==> images/layer_met2.png <==
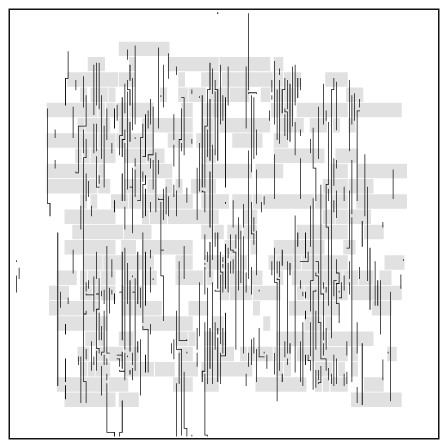
==> images/layer_met1.png <==
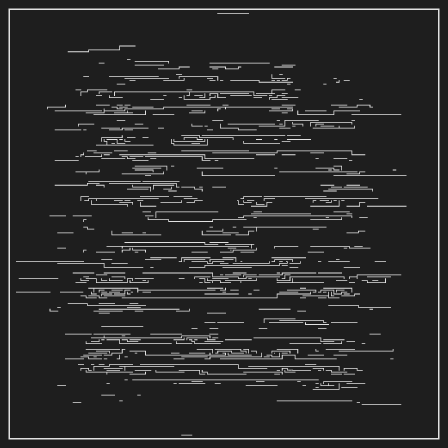
==> src/rtl/usart_pkg.sv <==
// Shared definitions for the usart loopback path (tx state encoding, bit timing helpers, line levels).
// Build option: USART_TX_PARITY_EN adds the PARITY state to the tx state enum.
// No logic here; consumers import usart_pkg::*.
package usart_pkg;

    localparam int   DATA_BITS   = 8;
    localparam logic IDLE_LEVEL  = 1'b1;
    localparam logic START_LEVEL = 1'b0;
    localparam logic STOP_LEVEL  = 1'b1;

`ifdef USART_TX_PARITY_EN
    typedef enum logic [2:0] {
        ST_IDLE,
        ST_START,
        ST_DATA,
        ST_PARITY,
        ST_STOP
    } tx_state_t;
`else
    typedef enum logic [1:0] {
        ST_IDLE,
        ST_START,
        ST_DATA,
        ST_STOP
    } tx_state_t;
`endif

    // Clocks per serial bit; integer division, any remainder is dropped.
    function automatic int unsigned calc_b_cnt(input int unsigned s_clk, input int unsigned baud);
        return s_clk / baud;
    endfunction

endpackage

==> src/rtl/usart_tx_if.sv <==
// Byte-strobe input and serial/status outputs of the usart transmit stage.
// master: the upstream receiver side (drives strobe+byte, observes status).
// slave : the transmitter itself.
interface usart_tx_if;

    logic       data_en;
    logic [7:0] data_in;
    logic       tx_out;
    logic       tx_busy;
    logic       tx_done;
    logic       tx_overrun;

    modport master (
        output data_en,
        output data_in,
        input  tx_out,
        input  tx_busy,
        input  tx_done,
        input  tx_overrun
    );

    modport slave (
        input  data_en,
        input  data_in,
        output tx_out,
        output tx_busy,
        output tx_done,
        output tx_overrun
    );

endinterface

==> src/rtl/usart_baud_cnt.sv <==
// Purpose: bit-period counter, counts 0..CNT_MAX-1 while enabled and wraps at the end of each bit.
// Latency: o_bit_end is combinational, high during the last clock of a bit period.
// Backpressure: none; i_clr holds the count at zero, i_en gates counting.
module usart_baud_cnt #(
    parameter int unsigned CNT_MAX = 434
) (
    input  logic i_clk,
    input  logic i_rst_n,
    input  logic i_en,
    input  logic i_clr,
    output logic o_bit_end
);

    logic [15:0] r_cnt;
    logic        w_at_end;

    assign w_at_end  = (r_cnt == 16'(CNT_MAX - 1));
    assign o_bit_end = i_en & w_at_end;

    // Free-running bit counter; clear wins over enable so a new frame always starts at zero.
    always_ff @(posedge i_clk or negedge i_rst_n) begin
        if (!i_rst_n) begin
            r_cnt <= 16'd0;
        end else if (i_clr) begin
            r_cnt <= 16'd0;
        end else if (i_en) begin
            r_cnt <= w_at_end ? 16'd0 : r_cnt + 16'd1;
        end
    end

endmodule

==> src/rtl/usart_tx.sv <==
// Purpose: serialise received bytes as 8N1 (8E1/8O1 when USART_TX_PARITY_EN is defined) on tx_out.
// Latency: start bit appears the cycle after data_en; a frame lasts 10*B_CNT clocks (11*B_CNT with parity).
// Backpressure: none upstream; one-deep holding buffer, a third byte during a frame is dropped and tx_overrun pulses.
module usart_tx
    import usart_pkg::*;
#(
    parameter int BOUNDS     = 115200,
    parameter int S_CLK      = 50_000_000,
    parameter int PARITY_ODD = 0
) (
    input  logic       sys_clk,
    input  logic       sys_rst_n,
    usart_tx_if.slave  bus
);

    localparam int unsigned B_CNT = calc_b_cnt(S_CLK, BOUNDS);

    tx_state_t  r_state;
    tx_state_t  w_state_nxt;
    logic [7:0] r_shift;
    logic [7:0] r_buf;
    logic       r_buf_full;
    logic [2:0] r_bit_idx;
    logic       r_busy;
    logic       r_overrun;
    logic       w_idle;
    logic       w_bit_end;
    logic       w_stop_end;
    logic       w_last_bit;
    logic       w_tx_out;

    assign w_idle     = (r_state == ST_IDLE);
    assign w_stop_end = (r_state == ST_STOP) && w_bit_end;
    assign w_last_bit = (r_bit_idx == 3'(DATA_BITS - 1));

    usart_baud_cnt #(
        .CNT_MAX (B_CNT)
    ) u_baud_cnt (
        .i_clk     (sys_clk),
        .i_rst_n   (sys_rst_n),
        .i_en      (!w_idle),
        .i_clr     (w_idle),
        .o_bit_end (w_bit_end)
    );

    // State register; reset aborts any frame in flight.
    always_ff @(posedge sys_clk or negedge sys_rst_n) begin
        if (!sys_rst_n) begin
            r_state <= ST_IDLE;
        end else begin
            r_state <= w_state_nxt;
        end
    end

    // Next-state and line-level decode.
    always_comb begin
        w_state_nxt = r_state;
        w_tx_out    = IDLE_LEVEL;
        case (r_state)
            ST_IDLE: begin
                if (bus.data_en) w_state_nxt = ST_START;
            end
            ST_START: begin
                w_tx_out = START_LEVEL;
                if (w_bit_end) w_state_nxt = ST_DATA;
            end
            ST_DATA: begin
                w_tx_out = r_shift[r_bit_idx];
`ifdef USART_TX_PARITY_EN
                if (w_bit_end && w_last_bit) w_state_nxt = ST_PARITY;
`else
                if (w_bit_end && w_last_bit) w_state_nxt = ST_STOP;
`endif
            end
`ifdef USART_TX_PARITY_EN
            ST_PARITY: begin
                w_tx_out = (^r_shift) ^ (PARITY_ODD != 0);
                if (w_bit_end) w_state_nxt = ST_STOP;
            end
`endif
            ST_STOP: begin
                w_tx_out = STOP_LEVEL;
                // A byte that is pending, or arrives on this very clock, starts with no idle gap.
                if (w_bit_end) w_state_nxt = (r_buf_full || bus.data_en) ? ST_START : ST_IDLE;
            end
            default: begin
                w_state_nxt = ST_IDLE;
            end
        endcase
    end

    // Data bit index, LSB first; wraps 7->0 naturally at the end of the data phase.
    always_ff @(posedge sys_clk or negedge sys_rst_n) begin
        if (!sys_rst_n) begin
            r_bit_idx <= 3'd0;
        end else if (w_idle) begin
            r_bit_idx <= 3'd0;
        end else if ((r_state == ST_DATA) && w_bit_end) begin
            r_bit_idx <= r_bit_idx + 3'd1;
        end
    end

    // Shift register and one-deep holding buffer with overrun detection.
    always_ff @(posedge sys_clk or negedge sys_rst_n) begin
        if (!sys_rst_n) begin
            r_shift    <= 8'd0;
            r_buf      <= 8'd0;
            r_buf_full <= 1'b0;
            r_overrun  <= 1'b0;
        end else begin
            r_overrun <= 1'b0;
            if (w_idle) begin
                if (bus.data_en) r_shift <= bus.data_in;
            end else if (w_stop_end) begin
                if (r_buf_full) begin
                    // Buffer drains into the shifter; a coincident byte refills it.
                    r_shift    <= r_buf;
                    r_buf_full <= bus.data_en;
                    if (bus.data_en) r_buf <= bus.data_in;
                end else if (bus.data_en) begin
                    r_shift <= bus.data_in;
                end
            end else if (bus.data_en) begin
                if (r_buf_full) begin
                    r_overrun <= 1'b1;
                end else begin
                    r_buf      <= bus.data_in;
                    r_buf_full <= 1'b1;
                end
            end
        end
    end

    // Busy flag. The buffer can only be full while a frame is active or about to
    // restart, so the next state alone covers "frame running or byte pending".
    always_ff @(posedge sys_clk or negedge sys_rst_n) begin
        if (!sys_rst_n) begin
            r_busy <= 1'b0;
        end else begin
            r_busy <= (w_state_nxt != ST_IDLE);
        end
    end

    assign bus.tx_out     = w_tx_out;
    assign bus.tx_busy    = r_busy;
    assign bus.tx_done    = w_stop_end;
    assign bus.tx_overrun = r_overrun;

endmodule

==> src/flat_wrapper.sv <==
// flat-port wrapper written by rule: the top's interface ports become plain ports
module usart_tx_flat import usart_pkg::*;
#(
    parameter int BOUNDS     = 115200,
    parameter int S_CLK      = 50_000_000,
    parameter int PARITY_ODD = 0
)
  (sys_clk, sys_rst_n, bus_data_en, bus_data_in, bus_tx_out, bus_tx_busy, bus_tx_done, bus_tx_overrun);
  usart_tx_if bus_i ();
  input  logic sys_clk;
  input  logic sys_rst_n;
  input wire logic [$bits(bus_i.data_en)-1:0] bus_data_en;
  input wire logic [$bits(bus_i.data_in)-1:0] bus_data_in;
  output wire logic [$bits(bus_i.tx_out)-1:0] bus_tx_out;
  output wire logic [$bits(bus_i.tx_busy)-1:0] bus_tx_busy;
  output wire logic [$bits(bus_i.tx_done)-1:0] bus_tx_done;
  output wire logic [$bits(bus_i.tx_overrun)-1:0] bus_tx_overrun;
  assign bus_i.data_en = bus_data_en;
  assign bus_i.data_in = bus_data_in;
  assign bus_tx_out = bus_i.tx_out;
  assign bus_tx_busy = bus_i.tx_busy;
  assign bus_tx_done = bus_i.tx_done;
  assign bus_tx_overrun = bus_i.tx_overrun;
  usart_tx #(.BOUNDS(BOUNDS), .S_CLK(S_CLK), .PARITY_ODD(PARITY_ODD)) u_core (.sys_clk(sys_clk), .sys_rst_n(sys_rst_n), .bus(bus_i));
endmodule
==> config.mk <==
export PLATFORM = sky130hd
export DESIGN_NAME = usart_tx_flat
export DESIGN_NICKNAME = d
export VERILOG_FILES = /design/src/rtl/usart_pkg.sv /design/src/rtl/usart_tx_if.sv /design/src/rtl/usart_baud_cnt.sv /design/src/rtl/usart_tx.sv /design/src/flat_wrapper.sv
export SDC_FILE = /design/constraint.sdc
export NUM_CORES = 1
export LEC_CHECK = 0
export CELL_PAD_IN_SITES_DETAIL_PLACEMENT = 0
export CELL_PAD_IN_SITES_GLOBAL_PLACEMENT = 1
export CORE_MARGIN = 5
export CORE_UTILIZATION = 49
export DETAILED_ROUTE_END_ITERATION = 10
export HOLD_SLACK_MARGIN = 0.08
export MAX_ROUTING_LAYER = met4
export PLACE_DENSITY_LB_ADDON = 0.1
export REMOVE_ABC_BUFFERS = 1
export SYNTH_ARGS = -nofsm -noshare
export SYNTH_HDL_FRONTEND = slang
export SYNTH_SLANG_ARGS = --single-unit
==> constraint.sdc <==
create_clock -name sys_clk -period 4.45 [get_ports sys_clk]
set_input_delay 0.6675 -clock sys_clk [delete_from_list [all_inputs] [get_ports sys_clk]]
set_output_delay 0.6675 -clock sys_clk [all_outputs]
set_load 0.01 [all_outputs]
==> results.yml <==
# flow metrics
final_layout:
  logic_area_um2: 1077
  layout_top_registers: "u_core.u_baud_cnt.r_cnt: 16 flops, u_core.r_buf: 8 flops, u_core.r_shift: 8 flops"
  clock_cell_area_share_pct: 3.785
  seq-cell-share_pct: 42.06
  nClkBuffers: 8
drt:
  number_of_vias_after_detailed_routing: 1663
  drtAntennaViolNets: 0
critical_path:
  sequence_of_cells_on_the_critical_path: "nor4_2 -> nand4_2 -> nor2_2 -> clkdlybuf4s50_1"
  slowest_stage: "sky130_fd_sc_hd__clkdlybuf4s50_1"
  worstPathRequired_ns: 3.78
  timing.reg2reg.worst_path_depth: 4
power:
  power_switching_share_pct: 30.11
  p_leak_uw: 0.001035
cts:
  post_cts_resize_count: 0
  clk_pin_slew_ns: 0.07
yosys:
  netlist_area_um2: 2153
  yosys-dominant-comb-family: "simple AND/OR/NAND/NOR gates"
  netlist.top_cell.by_instances: "sky130_fd_sc_hd__dfrtp_1"
  total_cells_reported_by_yosys_after_synthesis: 215
final_timing:
  timing_worst_slew_pin_value_ns: 0.8798
  finClkSkew_ns: 0.005773
  report.final.slew_viol_count: 0
  timing.setup.tns_ns: 0
floorplan:
  fp-utilization_pct: 50.15
  ios: 15
place:
  place_inst: 268
status:
  outcome: "finished, final reports clean"
Back to the opening pictures, layer_met2.png:
- wire length on this layer: 2,260 um
- main direction: vertical
- longest straight run: 44.2 um
- share of all routed wire: 48%

Back to the opening pictures, layer_met1.png:
- longest straight run: 33.1 um
- wire length on this layer: 2,190 um

==> metrics by stage <==
step	hold WS (ns)	setup slack [ns]	utilization, %
after floorplan	0.3719	2.361	-
after global placement	0.4694	1.596	53.32
after detailed placement	0.4842	1.487	53.32
after CTS	0.4945	1.164	55.42
after global routing	0.5129	0.9724	55.42
final	0.4885	1.180	55.42
==> critical path, delay by kind of cell, from the launching register on <==
family / cells / cell delay (ns)
simple gates: 3 / 1.24
flops: 1 / 0.45
buf+inv: 1 / 0.62
==> routing by layer <==
layer  GRT usage (%)  share of wire [%]
met5               -                  0
met4           4.895               0.95
met3           3.191                4.7
met2           26.28                 48
met1           25.19                 46
==> power groups by stage <==
stage	registers, uW	logic [uW]	clock network, uW
global route	516	243	269
global placement	505	207	0
floorplan	494	157	0
finish	504	216	243
detailed placement	511	217	0
CTS	504	217	252
Power and IR drop assume default switching activity.
